Power grid:
Scale bar: 50 um. Pins as bars on the die edge.
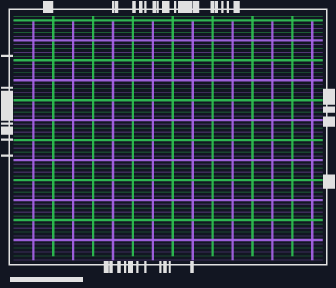
Cell classes on the final placement:
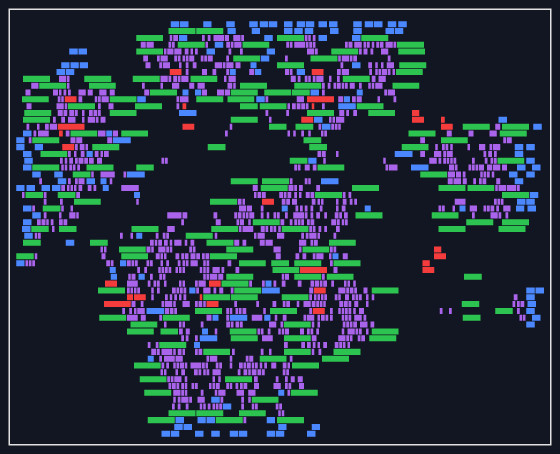
[config.mk]
export PLATFORM = sky130hd
export DESIGN_NAME = cdc_edge_detect_mc_flat
export DESIGN_NICKNAME = d
export VERILOG_FILES = /design/src/rtl/cdc_edge_detect_mc_if.sv /design/src/rtl/cdc_edge_detect_mc.sv /design/src/flat_wrapper.sv
export SDC_FILE = /design/constraint.sdc
export NUM_CORES = 1
export LEC_CHECK = 0
export ABC_AREA = 1
export CORE_ASPECT_RATIO = 0.8
export CORE_MARGIN = 2
export CORE_UTILIZATION = 25
export CTS_BUF_LIST = sky130_fd_sc_hd__clkbuf_8
export DETAILED_ROUTE_END_ITERATION = 10
export GPL_ROUTABILITY_DRIVEN = 1
export SYNTH_ARGS = -nofsm -noshare
export SYNTH_HDL_FRONTEND = slang
export SYNTH_SLANG_ARGS = --single-unit
[constraint.sdc]
create_clock -name clk -period 2.1 [get_ports clk]
set_input_delay 0.21 -clock clk [delete_from_list [all_inputs] [get_ports clk]]
set_output_delay 0.21 -clock clk [all_outputs]
set_load 0.02 [all_outputs]
[src/rtl/cdc_edge_detect_mc_if.sv]
// Signal bundle for the multi-channel trigger edge detector: trigger/control
// inputs towards the detector and the synchronised, filtered and pulse outputs.
interface cdc_edge_detect_mc_if #(
    parameter int NUM_CH    = 4,
    parameter int HOLDOFF_W = 16,
    parameter int CNT_W     = 16
);
    localparam int FCH_W = (NUM_CH > 1) ? $clog2(NUM_CH) : 1;

    logic [NUM_CH-1:0]       async_in;
    logic [2*NUM_CH-1:0]     edge_type;
    logic [HOLDOFF_W-1:0]    holdoff_cycles;
    logic                    clear;
    logic [NUM_CH-1:0]       sync_out;
    logic [NUM_CH-1:0]       filt_out;
    logic [NUM_CH-1:0]       edge_pulse;
    logic                    any_pulse;
    logic [FCH_W-1:0]        first_ch;
    logic [CNT_W*NUM_CH-1:0] edge_count;
    logic [NUM_CH-1:0]       missed;

    modport master (
        output async_in, edge_type, holdoff_cycles, clear,
        input  sync_out, filt_out, edge_pulse, any_pulse, first_ch, edge_count, missed
    );

    modport slave (
        input  async_in, edge_type, holdoff_cycles, clear,
        output sync_out, filt_out, edge_pulse, any_pulse, first_ch, edge_count, missed
    );
endinterface

[src/rtl/cdc_edge_detect_mc.sv]
// Multi-channel trigger front end: synchronise, glitch-filter, qualify edges,
// apply per-channel holdoff and keep saturating counts plus sticky missed flags.
module cdc_edge_detect_mc #(
    parameter int NUM_CH      = 4,
    parameter int SYNC_STAGES = 3,
    parameter int FILTER_LEN  = 2,
    parameter int HOLDOFF_W   = 16,
    parameter int CNT_W       = 16
) (
    input  logic                 clk,
    input  logic                 rst_n,
    cdc_edge_detect_mc_if.slave  bus
);
    localparam int FCH_W  = (NUM_CH > 1) ? $clog2(NUM_CH) : 1;
    localparam int FCNT_W = (FILTER_LEN > 1) ? $clog2(FILTER_LEN) : 1;

    logic [SYNC_STAGES-1:0] sync_q [NUM_CH];
    logic [FCNT_W-1:0]      fcnt_q [NUM_CH];
    logic [HOLDOFF_W-1:0]   hcnt_q [NUM_CH];
    logic [CNT_W-1:0]       cnt_q  [NUM_CH];
    logic [NUM_CH-1:0]      filt_q;
    logic [NUM_CH-1:0]      pulse_q;
    logic [NUM_CH-1:0]      missed_q;

    logic [NUM_CH-1:0]      sync_last;
    logic [NUM_CH-1:0]      toggle;
    logic [NUM_CH-1:0]      qual;
    logic [NUM_CH-1:0]      emit;
    logic [NUM_CH-1:0]      suppress;
    logic [FCH_W-1:0]       first;
    logic                   found;

    // Toggle direction is the incoming level: 1 selects the rising bit, 0 the falling bit.
    always_comb begin
        sync_last = '0;
        toggle    = '0;
        qual      = '0;
        emit      = '0;
        suppress  = '0;
        for (int unsigned i = 0; i < NUM_CH; i++) begin
            sync_last[i] = sync_q[i][SYNC_STAGES-1];
            toggle[i]    = (sync_last[i] != filt_q[i]) &&
                           (fcnt_q[i] == FCNT_W'(FILTER_LEN - 1));
            qual[i]      = toggle[i] &&
                           (sync_last[i] ? bus.edge_type[2*i] : bus.edge_type[2*i+1]);
            suppress[i]  = qual[i] && (hcnt_q[i] != '0);
            emit[i]      = qual[i] && (hcnt_q[i] == '0);
        end
    end

    always_ff @(posedge clk) begin
        if (!rst_n) begin
            filt_q   <= '0;
            pulse_q  <= '0;
            missed_q <= '0;
            for (int unsigned i = 0; i < NUM_CH; i++) begin
                sync_q[i] <= '0;
                fcnt_q[i] <= '0;
                hcnt_q[i] <= '0;
                cnt_q[i]  <= '0;
            end
        end else begin
            pulse_q <= emit;
            for (int unsigned i = 0; i < NUM_CH; i++) begin
                sync_q[i] <= {sync_q[i][SYNC_STAGES-2:0], bus.async_in[i]};

                if (sync_last[i] == filt_q[i]) begin
                    fcnt_q[i] <= '0;
                end else if (toggle[i]) begin
                    fcnt_q[i] <= '0;
                    filt_q[i] <= sync_last[i];
                end else begin
                    fcnt_q[i] <= fcnt_q[i] + FCNT_W'(1);
                end

                if (emit[i]) begin
                    hcnt_q[i] <= bus.holdoff_cycles;
                end else if (hcnt_q[i] != '0) begin
                    hcnt_q[i] <= hcnt_q[i] - HOLDOFF_W'(1);
                end

                // Clear wins over a same-cycle increment or missed-flag set.
                if (bus.clear) begin
                    cnt_q[i]    <= '0;
                    missed_q[i] <= 1'b0;
                end else begin
                    if (emit[i] && (cnt_q[i] != '1)) begin
                        cnt_q[i] <= cnt_q[i] + CNT_W'(1);
                    end
                    if (suppress[i]) begin
                        missed_q[i] <= 1'b1;
                    end
                end
            end
        end
    end

    always_comb begin
        first = '0;
        found = 1'b0;
        for (int unsigned i = 0; i < NUM_CH; i++) begin
            if (!found && pulse_q[i]) begin
                first = FCH_W'(i);
                found = 1'b1;
            end
        end
    end

    always_comb begin
        bus.edge_count = '0;
        for (int unsigned i = 0; i < NUM_CH; i++) begin
            bus.edge_count[CNT_W*i +: CNT_W] = cnt_q[i];
        end
    end

    assign bus.sync_out   = sync_last;
    assign bus.filt_out   = filt_q;
    assign bus.edge_pulse = pulse_q;
    assign bus.any_pulse  = |pulse_q;
    assign bus.first_ch   = first;
    assign bus.missed     = missed_q;
endmodule

[src/flat_wrapper.sv]
// flat-port wrapper written by rule: the top's interface ports become plain ports
module cdc_edge_detect_mc_flat 
#(
    parameter int NUM_CH      = 4,
    parameter int SYNC_STAGES = 3,
    parameter int FILTER_LEN  = 2,
    parameter int HOLDOFF_W   = 16,
    parameter int CNT_W       = 16
)
  (clk, rst_n, bus_async_in, bus_edge_type, bus_holdoff_cycles, bus_clear, bus_sync_out, bus_filt_out, bus_edge_pulse, bus_any_pulse, bus_first_ch, bus_edge_count, bus_missed);
  cdc_edge_detect_mc_if #(.NUM_CH(NUM_CH), .HOLDOFF_W(HOLDOFF_W), .CNT_W(CNT_W)) bus_i ();
  input  logic clk;
  input  logic rst_n;
  input wire logic [$bits(bus_i.async_in)-1:0] bus_async_in;
  input wire logic [$bits(bus_i.edge_type)-1:0] bus_edge_type;
  input wire logic [$bits(bus_i.holdoff_cycles)-1:0] bus_holdoff_cycles;
  input wire logic [$bits(bus_i.clear)-1:0] bus_clear;
  output wire logic [$bits(bus_i.sync_out)-1:0] bus_sync_out;
  output wire logic [$bits(bus_i.filt_out)-1:0] bus_filt_out;
  output wire logic [$bits(bus_i.edge_pulse)-1:0] bus_edge_pulse;
  output wire logic [$bits(bus_i.any_pulse)-1:0] bus_any_pulse;
  output wire logic [$bits(bus_i.first_ch)-1:0] bus_first_ch;
  output wire logic [$bits(bus_i.edge_count)-1:0] bus_edge_count;
  output wire logic [$bits(bus_i.missed)-1:0] bus_missed;
  assign bus_i.async_in = bus_async_in;
  assign bus_i.edge_type = bus_edge_type;
  assign bus_i.holdoff_cycles = bus_holdoff_cycles;
  assign bus_i.clear = bus_clear;
  assign bus_sync_out = bus_i.sync_out;
  assign bus_filt_out = bus_i.filt_out;
  assign bus_edge_pulse = bus_i.edge_pulse;
  assign bus_any_pulse = bus_i.any_pulse;
  assign bus_first_ch = bus_i.first_ch;
  assign bus_edge_count = bus_i.edge_count;
  assign bus_missed = bus_i.missed;
  cdc_edge_detect_mc #(.NUM_CH(NUM_CH), .SYNC_STAGES(SYNC_STAGES), .FILTER_LEN(FILTER_LEN), .HOLDOFF_W(HOLDOFF_W), .CNT_W(CNT_W)) u_core (.clk(clk), .rst_n(rst_n), .bus(bus_i));
endmodule
==> results.sh <==
# flow metrics
export IMPL_status="completed"
export IMPL_fin_crit_sh=0.925
export IMPL_rows=61
export IMPL_cp_max_fo=16
export IMPL_flop_cell="edfxtp_1"
export IMPL_worstSetupPathDepth=9
export IMPL_ctsHoldBuffers=0
export IMPL_ctsResizeCount=0
export IMPL_timing_final_crit_period_ps=1940
export IMPL_cts_buffers=17
export IMPL_area_leaders="edfxtp_1 (44%), nand2_1 (11%), nor2_1 (7.2%)"
export IMPL_wire_per_inst_um=13.5
export IMPL_edf_count=132
export IMPL_crit_path_frequent_cell="nand2_1"
export IMPL_nClkBuffers=17
export IMPL_post_cts_setup_buffers=0
export IMPL_power_total_mw=8.56
export IMPL_initCoreUtil=0.255
export IMPL_crit_path_end_kind="flip-flop"
export IMPL_wirelength_met1_mm=11.1
export IMPL_vias_per_cell=4.25
export IMPL_dpl_hpwl_mm=17.2
export IMPL_xor_share=0.0825
export IMPL_ys_cells=1071
export IMPL_path_clk_slew_ps=80
export IMPL_synthTopCellsByCount="nand2_1 (257), nor2_1 (172), edfxtp_1 (132), inv_1 (132), xor2_1 (57)"
export IMPL_critPathArrivalTime_ps=2140
export IMPL_track_usage=0.127
export IMPL_hold_viol=0
export IMPL_async_reset_ff_frac=0
export IMPL_setup_violations_final=0
export IMPL_grt_pass1_wl_mm=37.2
export IMPL_die_h_um=173
export IMPL_synthAoiAreaFrac=0.0508
export IMPL_holdPathStages=3
## Picture notes: 'power grid'
legend:
  green:
    net: VDD
  purple:
    net: VSS
rows: 61
met4 straps: 15

## Picture notes: 'cell classes on the final placement'
legend:
  purple:
    class: all other logic
    cells: 898
    share_of_their_area: 41%
  blue:
    class: other buffers and delay cells
    cells: 153
    share_of_their_area: 15%
  red:
    class: clock drivers and dummy loads
    cells: 30
    share_of_their_area: 3.8%
  green:
    class: flip-flops
    cells: 156
    share_of_their_area: 41%

==> power breakdown <==
part | switching, mW | leakage, nW | internal, mW | total, mW
logic | 1.21 | 2.73 | 0.803 | 2.01
clock network | 1.22 | 0.210 | 1.27 | 2.49
registers | 0.295 | 1.66 | 3.76 | 4.05
==> worst register-to-register path, delay by kind of cell (launching register included) <==
kind          cells  cell delay (ps)
buf+inv           2              300
fa+ha+maj         1              200
flops             1              360
simple gates      6              800
==> per-stage QoR <==
step	hold slack (ps)	area, sq um
global placement	392	11000
detailed placement	398	11000
CTS	212	11400
floorplan	308	8940
finish	262	11400
global route	234	11400
Power figures rest on the tool's default switching activity, not on a simulated workload.
